## src/rtl/mem_port_arbiter_if.sv

```systemverilog
// ---------------------------------------------------------------------------
// mem_port_arbiter_if
// Request/response bundle shared by the fetch port, the load/store port and
// the external memory bus around mem_port_arbiter.
//
// Signals (requester -> responder unless noted):
//   req     request pending, held until gnt
//   we      1 = write
//   addr    byte address, ADDR_W bits
//   be      byte enables, 4 bits
//   wdata   write data, DATA_W bits
//   gnt     (responder -> requester) request accepted, 1-cycle pulse
//   rvalid  (responder -> requester) response valid, 1-cycle pulse
//   rdata   (responder -> requester) read data, DATA_W bits
//
// Modports:
//   master / slave              full read/write port
//   fetch_master / fetch_slave  read-only subset used by instruction fetch
// ---------------------------------------------------------------------------
interface mem_port_arbiter_if #(
   parameter int ADDR_W = 32,
   parameter int DATA_W = 32
);
   logic              req;
   logic              we;
   logic [ADDR_W-1:0] addr;
   logic [3:0]        be;
   logic [DATA_W-1:0] wdata;
   logic              gnt;
   logic              rvalid;
   logic [DATA_W-1:0] rdata;

   modport master (
      output req, we, addr, be, wdata,
      input  gnt, rvalid, rdata
   );

   modport slave (
      input  req, we, addr, be, wdata,
      output gnt, rvalid, rdata
   );

   modport fetch_master (
      output req, addr,
      input  gnt, rvalid, rdata
   );

   modport fetch_slave (
      input  req, addr,
      output gnt, rvalid, rdata
   );
endinterface

```

## src/rtl/mem_port_arbiter.sv

```systemverilog
// ---------------------------------------------------------------------------
// mem_port_arbiter
// Shares the core's single memory port between instruction fetch and the
// load/store unit. One transaction is in flight at a time. Load/store
// requests win, except that after MAX_DATA_STREAK consecutive data grants
// with fetch waiting, fetch is served once.
//
// Ports:
//   clk     core clock
//   rst_n   asynchronous active-low reset
//   fetch   fetch_slave  : req/addr in, gnt/rvalid/rdata out
//   lsu     slave        : req/we/addr/be/wdata in, gnt/rvalid/rdata out
//   mem     master       : req/we/addr/be/wdata out, gnt/rvalid/rdata in
//
// Parameters:
//   ADDR_W           address width
//   REG_LEN          data width (the core's register length, 32)
//   MAX_DATA_STREAK  data grants allowed while fetch waits, 1..15
// ---------------------------------------------------------------------------
module mem_port_arbiter #(
   parameter int ADDR_W          = 32,
   parameter int REG_LEN         = 32,
   parameter int MAX_DATA_STREAK = 4
) (
   input logic                     clk,
   input logic                     rst_n,
   mem_port_arbiter_if.fetch_slave fetch,
   mem_port_arbiter_if.slave       lsu,
   mem_port_arbiter_if.master      mem
);

   typedef enum logic {IDLE, WAIT_RSP} state_t;
   typedef enum logic {OWN_IF, OWN_LS} owner_t;

   localparam logic [3:0] STREAK_MAX = 4'(MAX_DATA_STREAK);

   state_t     state, state_next;
   owner_t     owner, owner_next;
   logic [3:0] streak, streak_next;

   logic any_req;
   logic sel_if;
   logic accept;

   // Fetch is chosen when it is alone, or when the data streak has used up
   // its allowance; otherwise load/store has priority.
   assign any_req = fetch.req | lsu.req;
   assign sel_if  = fetch.req & (~lsu.req | (streak == STREAK_MAX));
   assign accept  = (state == IDLE) & any_req & mem.gnt;

   // State register: FSM state, the owner of the outstanding transaction and
   // the consecutive-data-grant counter.
   always_ff @(posedge clk or negedge rst_n) begin
      if (!rst_n) begin
         state  <= IDLE;
         owner  <= OWN_IF;
         streak <= 4'd0;
      end else begin
         state  <= state_next;
         owner  <= owner_next;
         streak <= streak_next;
      end
   end

   // Next-state logic. A grant in IDLE moves to WAIT_RSP and records who owns
   // the response; the single response returns us to IDLE. The streak only
   // counts data grants that happened while fetch was actually waiting, and
   // collapses to zero whenever fetch is not requesting or is served.
   always_comb begin
      state_next  = state;
      owner_next  = owner;
      streak_next = streak;
      case (state)
         IDLE: begin
            if (accept) begin
               state_next = WAIT_RSP;
               owner_next = sel_if ? OWN_IF : OWN_LS;
            end
         end
         WAIT_RSP: begin
            if (mem.rvalid) begin
               state_next = IDLE;
            end
         end
         default: state_next = IDLE;
      endcase
      if (!fetch.req) begin
         streak_next = 4'd0;
      end else if (accept) begin
         if (sel_if) begin
            streak_next = 4'd0;
         end else if (streak != STREAK_MAX) begin
            streak_next = streak + 4'd1;
         end
      end
   end

   // Output logic. In IDLE the selected master's fields go straight onto the
   // bus and its gnt mirrors mem.gnt; fetch always reads full words. In
   // WAIT_RSP the bus is quiet and mem.rvalid/rdata are steered to the owner.
   // rst_n gates the bus request so nothing is issued while reset is held.
   always_comb begin
      mem.req      = 1'b0;
      mem.we       = 1'b0;
      mem.addr     = '0;
      mem.be       = 4'b0000;
      mem.wdata    = '0;
      fetch.gnt    = 1'b0;
      fetch.rvalid = 1'b0;
      fetch.rdata  = '0;
      lsu.gnt      = 1'b0;
      lsu.rvalid   = 1'b0;
      lsu.rdata    = '0;
      case (state)
         IDLE: begin
            if (rst_n && any_req) begin
               mem.req = 1'b1;
               if (sel_if) begin
                  mem.addr  = fetch.addr;
                  mem.be    = 4'b1111;
                  fetch.gnt = mem.gnt;
               end else begin
                  mem.we    = lsu.we;
                  mem.addr  = lsu.addr;
                  mem.be    = lsu.be;
                  mem.wdata = lsu.wdata;
                  lsu.gnt   = mem.gnt;
               end
            end
         end
         WAIT_RSP: begin
            if (mem.rvalid) begin
               if (owner == OWN_IF) begin
                  fetch.rvalid = 1'b1;
                  fetch.rdata  = mem.rdata;
               end else begin
                  lsu.rvalid = 1'b1;
                  lsu.rdata  = mem.rdata;
               end
            end
         end
         default: ;
      endcase
   end

endmodule

```

## src/flat_wrapper.sv

```systemverilog
// flat-port wrapper written by rule: the top's interface ports become plain ports
module mem_port_arbiter_flat 
#(
   parameter int ADDR_W          = 32,
   parameter int REG_LEN         = 32,
   parameter int MAX_DATA_STREAK = 4
)
  (clk, rst_n, fetch_req, fetch_addr, fetch_gnt, fetch_rvalid, fetch_rdata, lsu_req, lsu_we, lsu_addr, lsu_be, lsu_wdata, lsu_gnt, lsu_rvalid, lsu_rdata, mem_req, mem_we, mem_addr, mem_be, mem_wdata, mem_gnt, mem_rvalid, mem_rdata);
  mem_port_arbiter_if #(.ADDR_W(ADDR_W), .DATA_W(32)) fetch_i ();
  mem_port_arbiter_if #(.ADDR_W(ADDR_W), .DATA_W(32)) lsu_i ();
  mem_port_arbiter_if #(.ADDR_W(ADDR_W), .DATA_W(32)) mem_i ();
  input logic clk;
  input logic rst_n;
  input wire logic [$bits(fetch_i.req)-1:0] fetch_req;
  input wire logic [$bits(fetch_i.addr)-1:0] fetch_addr;
  output wire logic [$bits(fetch_i.gnt)-1:0] fetch_gnt;
  output wire logic [$bits(fetch_i.rvalid)-1:0] fetch_rvalid;
  output wire logic [$bits(fetch_i.rdata)-1:0] fetch_rdata;
  input wire logic [$bits(lsu_i.req)-1:0] lsu_req;
  input wire logic [$bits(lsu_i.we)-1:0] lsu_we;
  input wire logic [$bits(lsu_i.addr)-1:0] lsu_addr;
  input wire logic [$bits(lsu_i.be)-1:0] lsu_be;
  input wire logic [$bits(lsu_i.wdata)-1:0] lsu_wdata;
  output wire logic [$bits(lsu_i.gnt)-1:0] lsu_gnt;
  output wire logic [$bits(lsu_i.rvalid)-1:0] lsu_rvalid;
  output wire logic [$bits(lsu_i.rdata)-1:0] lsu_rdata;
  output wire logic [$bits(mem_i.req)-1:0] mem_req;
  output wire logic [$bits(mem_i.we)-1:0] mem_we;
  output wire logic [$bits(mem_i.addr)-1:0] mem_addr;
  output wire logic [$bits(mem_i.be)-1:0] mem_be;
  output wire logic [$bits(mem_i.wdata)-1:0] mem_wdata;
  input wire logic [$bits(mem_i.gnt)-1:0] mem_gnt;
  input wire logic [$bits(mem_i.rvalid)-1:0] mem_rvalid;
  input wire logic [$bits(mem_i.rdata)-1:0] mem_rdata;
  assign fetch_i.req = fetch_req;
  assign fetch_i.addr = fetch_addr;
  assign fetch_gnt = fetch_i.gnt;
  assign fetch_rvalid = fetch_i.rvalid;
  assign fetch_rdata = fetch_i.rdata;
  assign lsu_i.req = lsu_req;
  assign lsu_i.we = lsu_we;
  assign lsu_i.addr = lsu_addr;
  assign lsu_i.be = lsu_be;
  assign lsu_i.wdata = lsu_wdata;
  assign lsu_gnt = lsu_i.gnt;
  assign lsu_rvalid = lsu_i.rvalid;
  assign lsu_rdata = lsu_i.rdata;
  assign mem_req = mem_i.req;
  assign mem_we = mem_i.we;
  assign mem_addr = mem_i.addr;
  assign mem_be = mem_i.be;
  assign mem_wdata = mem_i.wdata;
  assign mem_i.gnt = mem_gnt;
  assign mem_i.rvalid = mem_rvalid;
  assign mem_i.rdata = mem_rdata;
  mem_port_arbiter #(.ADDR_W(ADDR_W), .REG_LEN(REG_LEN), .MAX_DATA_STREAK(MAX_DATA_STREAK)) u_core (.clk(clk), .rst_n(rst_n), .fetch(fetch_i), .lsu(lsu_i), .mem(mem_i));
endmodule
```

## config.mk

```make
export PLATFORM = sky130hd
export DESIGN_NAME = mem_port_arbiter_flat
export DESIGN_NICKNAME = d
export VERILOG_FILES = /design/src/rtl/mem_port_arbiter_if.sv /design/src/rtl/mem_port_arbiter.sv /design/src/flat_wrapper.sv
export SDC_FILE = /design/constraint.sdc
export NUM_CORES = 1
export LEC_CHECK = 0
export ABC_AREA = 1
export CORE_ASPECT_RATIO = 0.6
export CORE_MARGIN = 5
export CORE_UTILIZATION = 21
export CTS_CLUSTER_SIZE = 8
export DETAILED_ROUTE_END_ITERATION = 6
export HOLD_SLACK_MARGIN = 0.02
export PLACE_DENSITY_LB_ADDON = 0.05
export SLEW_MARGIN = 20
export SYNTH_ARGS = -nofsm -noshare
export SYNTH_HDL_FRONTEND = slang
export SYNTH_SLANG_ARGS = --single-unit
```

## constraint.sdc

```tcl
create_clock -name clk -period 1.6 [get_ports clk]
set_input_delay 0.32 -clock clk [delete_from_list [all_inputs] [get_ports clk]]
set_output_delay 0.32 -clock clk [all_outputs]
set_load 0.02 [all_outputs]
```

Figure 1. Met3 routing (run 1).
(2 px per um) Cells faint in the background.
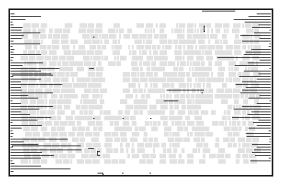
longest straight run: 35.2 um
wire length on this layer: 1210 um
main direction: horizontal
share of all routed wire: 9.2%
via count: 3615
overall routed net length: 13.1 mm
GR Layer Usage met3: 0.0630

Figure 2. Wiring by layer (run 1).
(2 px per um)
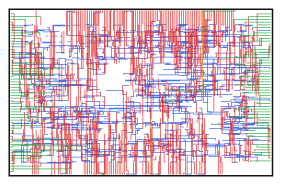
legend:
  green:
    layer: met3
    wire_length: 1210 um
  red:
    layer: met2
    wire_length: 7050 um
  blue:
    layer: met1
    wire_length: 4760 um
  orange:
    layer: met4
    wire_length: 126 um

==> reports/results.ini, run 1 <==
[global_routing]
grt_overflow_total=0
antenna_found_initial=0
grt_pass1_vias=3396
grt_max_degree=42

[yosys]
synth.area.mux_share=0
postSynthAreaPerCell_um2=4.82
synth_cell_types=20
synth-warning-count=0
yosysTopAreaCell=nor2_1
synth.comb.largest_family=simple AND/OR/NAND/NOR gates
numSynthFlops=6
yosysCellCount=382
synthCells=382
synth.area.top_cells=nor2_1, nand2_1, nand3b_1
synth_dominant_cell_count=nor2_1
xor_share=0.00476
yosys-top-cells-count=nor2_1, nand2_1, inv_1
fp_nets=523
yosys.area_share.adder=0.0136
ys_sh_simple=0.614
top_area_frac=0.291
async_flop_share=1.00
synth-seq-area-share=0.0815
edf_count=0

[placement]
hpwl_mm=9.20
portBuffers=276
gp_congestion=0.775

[flow_run]
tool_warnings=30

[route]
avgRoutedWirePerCell_um=16.2
top_layer_used=met4
dr_wl_met2_mm=7.05
wl_met3_mm=1.21
ant_nets=0
wirelength_met1_mm=4.76
drtPass1Iterations=4
drcViolationCount=0
via_per_inst=4.47
drtIter0Drc=87

[run_status]
violations=negative setup slack
outcome=complete, but fails checks

[floorplan]
ioPinCount=277
fp-utilization=0.216
core_um2=8520
die_area_um2=10800
die_x_um=131
die_h_um=82.5

[critical_path]
cp.arrival_ns=1.67
worst-path-max-fanout=6
cp-start-kind=flop
end_kind=primary output
critPathMostFrequentCell=buf_6
cp.required_ns=1.28
max_stage_delay_ns=0.38
path_delay_family=buffers and inverters
path_cells=inv_2 > ha_4 > nand3_4 > nand2_4 > buf_6 > clkbuf_16 > nand3b_1 > nand2_2 > nor2_4 > buf_6
cp_slowest_cell=dfrtp_1
path_class=reg2out

[cts]
cts.sink_count=6
postCtsSetupBuffers=16
clkLatencyLatePin_ns=0.23
post_cts_resized=795
cts_buffer_depth=2
cts_buffers=3
cts_hold_buf=0
path_clk_slew_ns=0.03

[min_path]
hp-class=in2async

[finish]
layout_top_cell=clkdlybuf4s50_1
fin_nets=840
drive_gt1_frac=0.567
num-fill-cells=570
layout-area-overhead-vs-synth_pct=259

[pwr]
p_sw_mw=1.18
p_int_mw=1.65
power_density_nw_per_um2=429
total_power_mw=2.83
pwr-share-clk=0.145
p_seq_frac=0.064
vdd_ir_drop_max_v=0.000308
p_leak_nw=2.89

[timing]
final-setup-viol-count=136
worst-slew-pin-transition_ns=0.279
rsz0062_at_grt=true
skew_ns=0.000452
setup_ws_ns=-0.391
hold_viol_final=0
max_freq_mhz=502

Figure 3. Routed metal per tile (run 1).
(3 px per um) 26 x 17 tiles, from dark purple (low) to yellow (high), scaled to the fullest tile. Values are wire area over tile area, all layers added.
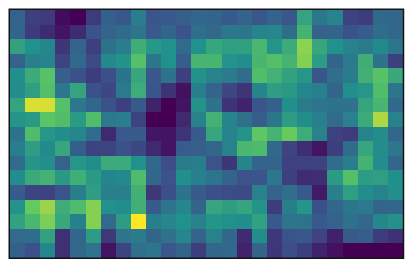
nearly empty tiles: 1.8%
fullest tile: 0.50
tiles over half the peak: 27%
mean over tiles: 0.20

Figure 4. Track usage over the die (run 1).
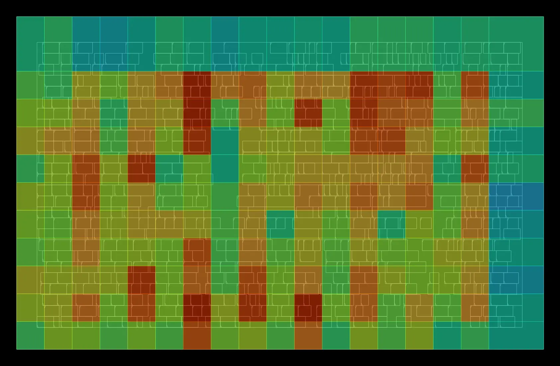
met1 usage: 0.219
Top Usage Layer GRT: met2
Layout Utilization: 0.776
GR met2 Demand/Resource: 0.356
Total Routing Usage GR: 0.192

run 1: layout make-up:
class                           instances  area, um^2  area share
Multi-Input combinational cell        300        2300       0.348
Clock buffer                            3        75.1      0.0114
Sequential cell                         6         150      0.0227
Timing Repair Buffer                  343        3760       0.569
Tap cell                              112         140      0.0212
Inverter                               45         181      0.0274
run 1: power by group through the flow:
stage               Clock, mW  Sequential [mW]  Combinational (mW)
floorplan                   0            0.180               0.839
global placement            0            0.180                1.74
detailed placement          0            0.181                1.76
CTS                     0.409            0.181                1.91
global route            0.422            0.184                2.37
finish                  0.410            0.182                2.24
run 1: path summary, 6_finish.rpt:
check	end	start	cells past startpoint	slack, ns
max reg2reg	u_core.streak[2]	u_core.streak[1]	9	0.17
min reg2reg	u_core.streak[0]	u_core.streak[0]	3	0.63
max	mem_addr[8]	u_core.streak[1]	10	-0.39
min	u_core.streak[2]	rst_n	2	0.15
min in group clk	u_core.state	mem_rvalid	2	0.54
max in group asynchronous	u_core.state	rst_n	2	1.33
run 1: registers in the layout, indices dropped and copies added, names as in the netlist:
signal / count
u_core.owner: 1
u_core.state: 1
u_core.streak: 4
run 1: metrics by stage:
stage	hold WS, ns	cell area, um^2	setup TNS (ns)	std cells	setup slack [ns]
floorplan	0.0244	2340	-4.77	382	-0.0619
global placement	0.580	5410	-106.21	771	-0.931
detailed placement	0.589	5410	-109.10	771	-0.973
CTS	0.186	5750	-31.91	793	-0.458
global route	0.160	6610	-38.88	809	-0.439
finish	0.151	6610	-31.67	809	-0.391
run 1: cells by family (layout without fill, tap and decap cells):
group           count (synthesis)  after routing
buf+inv                        76            391
xor+xnor                        1              1
flops                           6              6
simple gates                  262            262
fa+ha+maj                       2              2
compound gates                 35             35
Figure 5. Clock distribution (run 1).
(3 px per um)
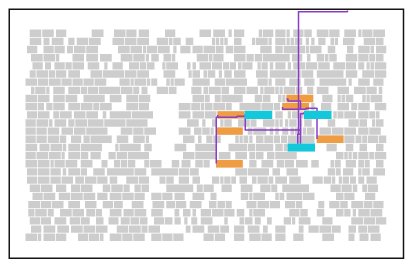

## Run 2: what changed since run 1
- CORE_AREA: unset -> 5 5 103 105
- CORE_ASPECT_RATIO: 0.6 -> unset
- CORE_MARGIN: 5 -> unset
- CORE_UTILIZATION: 21 -> unset
- DIE_AREA: unset -> 0 0 108 110
- RECOVER_POWER: unset -> 100
Figure 6. Clock distribution (run 2).
(3 px per um)
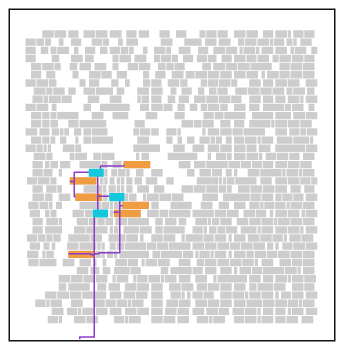
legend:
  orange:
    item: flip-flops
    count: 6
  purple:
    item: clock wires
    length: 141 um
  cyan:
    item: cells driving clock nets
    count: 3
routed clock nets: 4
Latency at later pin: 0.22 ns
Final Skew: 0.00219 ns

==> run 2 against run 1 <==
The run still ends with negative setup slack left. Power up 8.3%. Worst hold slack better by 0.096 ns. Routed wire length increased by 34%. Clock skew rose by 0.0017 ns. First-iteration DRC count up 130%. Cell area increased by 14%. Die area grew 10%. Cell count is 8.7% higher. Register-to-register slack worse by 0.04 ns. Worst setup slack worse by 0.16 ns. Clock power fell by 45%. Fmax fell by 7.2%.
==> reports/results.ini, run 2 <==
[run_status]
outcome=complete, but fails checks  ; unchanged
violations=negative setup slack  ; unchanged

[flow_run]
tool_warnings=30  ; unchanged

[critical_path]
path_class=reg2out  ; unchanged
r2r-end=u_core.owner  ; was u_core.streak[2]
cp-start-kind=flop  ; unchanged
r2r_start=u_core.streak[1]  ; unchanged
max_stage_delay_ns=0.38  ; about the same
cp_slowest_cell=dfrtp_1  ; unchanged
cp.arrival_ns=1.83  ; was 1.67 ns
reg2reg_depth=10  ; was 9
end_kind=primary output  ; unchanged
startpoint=u_core.streak[1]  ; unchanged
cp.required_ns=1.28  ; about the same
worst-path-max-fanout=5  ; was 6
r2r_slack_ns=0.13  ; was 0.17 ns

[placement]
dp.cells=793  ; was 771
place_area_um2=5400  ; was 5410 um^2
gp_congestion=0.811  ; was 0.775
pre_cts_ws_ns=-0.997  ; was -0.973 ns
hpwl_mm=10.2  ; was 9.20 mm

[timing]
rsz0062_at_grt=true  ; unchanged
max_freq_mhz=466  ; was 502 MHz
holdWs_ns=0.247  ; was 0.151 ns
setup_ws_ns=-0.546  ; was -0.391 ns
final-setup-viol-count=136  ; unchanged
worst-slew-pin-transition_ns=0.522  ; was 0.279 ns

[yosys]
edf_count=0  ; unchanged
synth-seq-area-share=0.0815  ; unchanged
numSynthFlops=6  ; unchanged
postSynthAreaPerCell_um2=4.82  ; unchanged
fp_nets=523  ; unchanged
synthCells=382  ; unchanged
top_area_frac=0.291  ; unchanged
synth_dominant_cell_count=nor2_1  ; unchanged
async_flop_share=1.00  ; unchanged
yosysTopAreaCell=nor2_1  ; unchanged
yosys-top-cells-count=nor2_1, nand2_1, inv_1  ; unchanged
synth.area.top_cells=nor2_1, nand2_1, nand3b_1  ; unchanged

[global_routing]
grt_overflow_total=0  ; unchanged
grt_max_degree=45  ; was 42
grt_pass1_vias=3980  ; was 3396
grt_use_total=0.245  ; was 0.192
antenna_found_initial=1  ; was 0

[finish]
largestRegisters=u_core.streak x4, u_core.owner x1, u_core.state x1  ; unchanged
largest_register_ffs=4  ; unchanged
design_area_um2=7550  ; was 6610 um^2
fin_util=0.790  ; was 0.776
fin_cells=879  ; was 809
layout-area-overhead-vs-synth_pct=310  ; was 259%
fin_nets=888  ; was 840

[route]
drcViolationCount=0  ; unchanged
routed_wl_mm=17.5  ; was 13.1 mm
via_per_inst=4.65  ; was 4.47
drtPass1Iterations=4  ; unchanged
drtIter0Drc=203  ; was 87

[cts]
cts_buffers=3  ; unchanged
cts_buffer_depth=2  ; unchanged
path_clk_slew_ns=0.04  ; was 0.03 ns
cts.sink_count=6  ; unchanged

[floorplan]
core_um2=9550  ; was 8520 um^2
fp-utilization=0.193  ; was 0.216
die_x_um=108  ; was 131 um
die_area_um2=11900  ; was 10800 um^2
die_h_um=110  ; was 82.5 um
ioPinCount=277  ; unchanged

[min_path]
hp-class=in2async  ; unchanged

[pwr]
p_leak_nw=3.17  ; was 2.89 nW

## run 2: power by group
| part | switching, mW | internal [mW] | leakage (nW) |
|---|---|---|---|
| registers | 0.0152 | 0.167 | 0.0789 |
| clock network | 0.0653 | 0.162 | 0.0216 |
| logic | 1.26 | 1.40 | 3.07 |
| total | 1.35 | 1.73 | 3.17 |
## run 2: how the worst min path moves through the flow
stage / startpoint / to / cells past startpoint
finish: rst_n / u_core.state / 2
global route: rst_n / u_core.state / 2
CTS: rst_n / u_core.state / 2
detailed placement: u_core.streak[1] / u_core.streak[1] / 3
global placement: u_core.streak[0] / u_core.streak[0] / 3
floorplan: rst_n / u_core.owner / 0
## run 2: area by class of cell
class                      count  area, um^2  area share
sequential                     6         150      0.0199
inverter                      45         191      0.0254
timing repair buffer         391        4450       0.589
tap                          133         166      0.0221
clock buffer                   3        41.3     0.00547
multi-input combinational    300        2550       0.338
antenna                        1        2.50    0.000332
## run 2: logic make-up after synthesis
family,Yosys count,synth area share
buffers and inverters,76,0.190
AOI/OAI and AO/OA,35,0.0965
adders and majority gates,2,0.0136
xor gates and xnor gates,1,0.00476
and+or+nand+nor,262,0.614
DFF,6,0.0815
## run 2: per-layer routing
metal  up-vias  routed length, um  global-route usage
met5         -                  0                   0
met1      1941               6110               0.268
li1       1898                  -                   -
met3        56               1360              0.0536
met4         0                807              0.0857
met2       196               9260               0.464
## run 2: timing repair
item | CTS | global route
setup buffers | 54 | 28
resized | 907 | 209
endpoints found under the setup margin | 138 | 137
gates cloned | 14 | 2
hold buffers | 0 | 0
pin swaps | 16 | 71
## run 2: worst max-delay path, delay by kind of cell (launching register included)
family	cells	cell delay, ns
and+or+nand+nor	5	0.43
buffers and inverters	6	0.64
adders and majority gates	1	0.14
DFF	1	0.38
Figure 7. Routed metal per tile (run 2).
(3 px per um) 22 x 22 tiles, from dark purple (low) to yellow (high), scaled to the fullest tile. Values are wire area over tile area, all layers added.
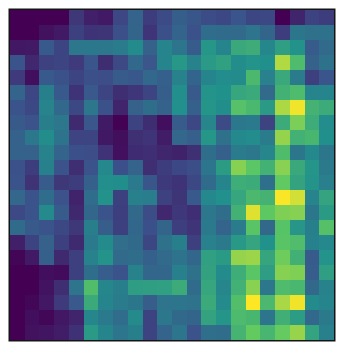

## Run 3: what changed since run 2
- CORE_AREA: 5 5 103 105 -> 5 5 105 107
- DIE_AREA: 0 0 108 110 -> 0 0 110 112
- clock period: 1.6 -> 2.1 ns (I/O delays scaled with it)
Figure 8. Routed metal per tile (run 3).
(3 px per um) 22 x 22 tiles, from dark purple (low) to yellow (high), scaled to the fullest tile. Values are wire area over tile area, all layers added.
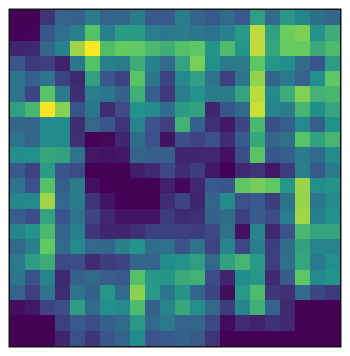
fullest tile: 0.50
mean over tiles: 0.18
nearly empty tiles: 7.6%
tiles over half the peak: 24%
densest ninth of the die: north-east

==> run 3 against run 2 <==
Global-route usage is 6.2 points lower. Clock power decreased by 22%. Largest power group unchanged. Worst hold slack improved by 0.090 ns. Sequential share of layout area increased by 0.95 points. Routed wire length down 26%. Critical path type unchanged. Clock-buffer cell count is the same. Critical path depth fell by 1. The flow still finishes with violations (negative setup slack). Cell area fell by 32%.
==> reports/results.ini, run 3 <==
[yosys]
yosys-top-cells-count=nor2_1, nand2_1, inv_1  ; unchanged
numSynthFlops=6  ; unchanged
postSynthAreaPerCell_um2=4.82  ; unchanged
synth.area.top_cells=nor2_1, nand2_1, nand3b_1  ; unchanged
synth-seq-area-share=0.0815  ; unchanged
synth-warning-count=0  ; unchanged
async_flop_share=1.00  ; unchanged
yosysTopAreaCell=nor2_1  ; unchanged
yosysCellCount=382  ; unchanged
edf_count=0  ; unchanged
synthCells=382  ; unchanged

[global_routing]
grt_overflow_total=0  ; unchanged
grt_pass1_vias=3377  ; was 3980
grt_max_degree=60  ; was 45

[critical_path]
path_class=reg2out  ; unchanged
end_kind=primary output  ; unchanged
cp.required_ns=1.68  ; was 1.28 ns
max_stage_delay_ns=0.38  ; about the same
critPathCapture=mem_be[0]  ; was mem_addr[4]
cp.arrival_ns=1.76  ; was 1.83 ns
r2r-end=u_core.streak[3]  ; was u_core.owner
worst-path-max-fanout=6  ; was 5
cp.depth=11  ; was 12

[min_path]
hp-class=in2async  ; unchanged

[floorplan]
die_area_um2=12300  ; was 11900 um^2
die_x_um=110  ; was 108 um

[finish]
layout_top_cell=clkdlybuf4s50_1  ; was buf_6
drive_gt1_frac=0.382  ; was 0.612
regMostFlops=u_core.streak  ; unchanged
layout-area-overhead-vs-synth_pct=178  ; was 310%

[route]
dr_wl_met2_mm=6.84  ; was 9.26 mm
ant_nets=0  ; unchanged
drtPass1Iterations=4  ; unchanged
via_per_inst=4.32  ; was 4.65
wirelength_met1_mm=4.49  ; was 6.11 mm
avgRoutedWirePerCell_um=15.9  ; was 20.0 um
drcViolationCount=0  ; unchanged

[timing]
max_freq_mhz=460
rsz0062_at_grt=true  ; unchanged
setup_ws_ns=-0.0755  ; was -0.546 ns
final-setup-viol-count=25  ; was 136
worst-slew-pin-transition_ns=0.369  ; was 0.522 ns

[cts]
clkLatencyLatePin_ns=0.23  ; was 0.22 ns

[pwr]
power_density_nw_per_um2=312  ; was 407 nW/um^2

[placement]
hpwl_mm=9.73  ; was 10.2 mm
place_area_um2=4850  ; was 5400 um^2
portBuffers=276  ; unchanged
gp_congestion=0.929  ; was 0.811

[run_status]
violations=negative setup slack  ; unchanged
outcome=complete, but fails checks  ; unchanged

## run 3: cell counts after synthesis
No cell type changed its count.
## run 3: stage by stage
stage / setup slack, ns / cells
floorplan: 0.204 / 382
global placement: -0.669 / 787
detailed placement: -0.688 / 787
CTS: -0.152 / 806
global route: -0.161 / 815
finish: -0.0755 / 815
## run 3: area by class of cell
class | count | area (um^2)
Inverter | 45 | 176
Tap cell | 136 | 170
Antenna cell | 1 | 2.50
Fill cell | 1058 | 4930
Timing Repair Buffer | 324 | 3000
Sequential cell | 6 | 150
Multi-Input combinational cell | 300 | 1570
Clock buffer | 3 | 41.3
## run 3: timing repair
action	4_1_cts	5_1_grt
setup endpoints to repair	136	120
buffers inserted	9	9
gates resized	578	173
pin swaps	6	22
gates cloned	7	3
## run 3: logic make-up (layout without fill, tap and decap cells)
logic type | after synthesis | count (layout) | share of synthesized area
compound gates | 35 | 35 | 0.0965
xor+xnor | 1 | 1 | 0.00476
fa+ha+maj | 2 | 2 | 0.0136
buf+inv | 76 | 372 | 0.190
flops | 6 | 6 | 0.0815
other cells | 0 | 1 | 0
simple gates | 262 | 262 | 0.614
## run 3: layer usage
layer / track usage / vias to the layer above
met1: 0.181 / 1566
met5: 0 / -
li1: - / 1752
met3: 0.0551 / 31
met4: 0.0590 / 2
met2: 0.352 / 170
## run 3: power by group
group	switching, mW	leakage, nW	internal (mW)	total (mW)
clock	0.0531	0.0216	0.123	0.177
combinational	0.632	2.47	0.646	1.28
sequential	0.0111	0.0789	0.127	0.138
## run 3: worst reg2reg max path, cell delays in order (launching register included)
cell and delay, ns:
dfrtp_1 0.35, inv_2 0.06, ha_4 0.15, nand3_2 0.06
nand2_2 0.07, buf_4 0.14, nand2_4 0.09, buf_6 0.11
nand2_2 0.05, buf_4 0.14, o21bai_1 0.11
No activity file was given, so power comes from the tool's default toggle rates.
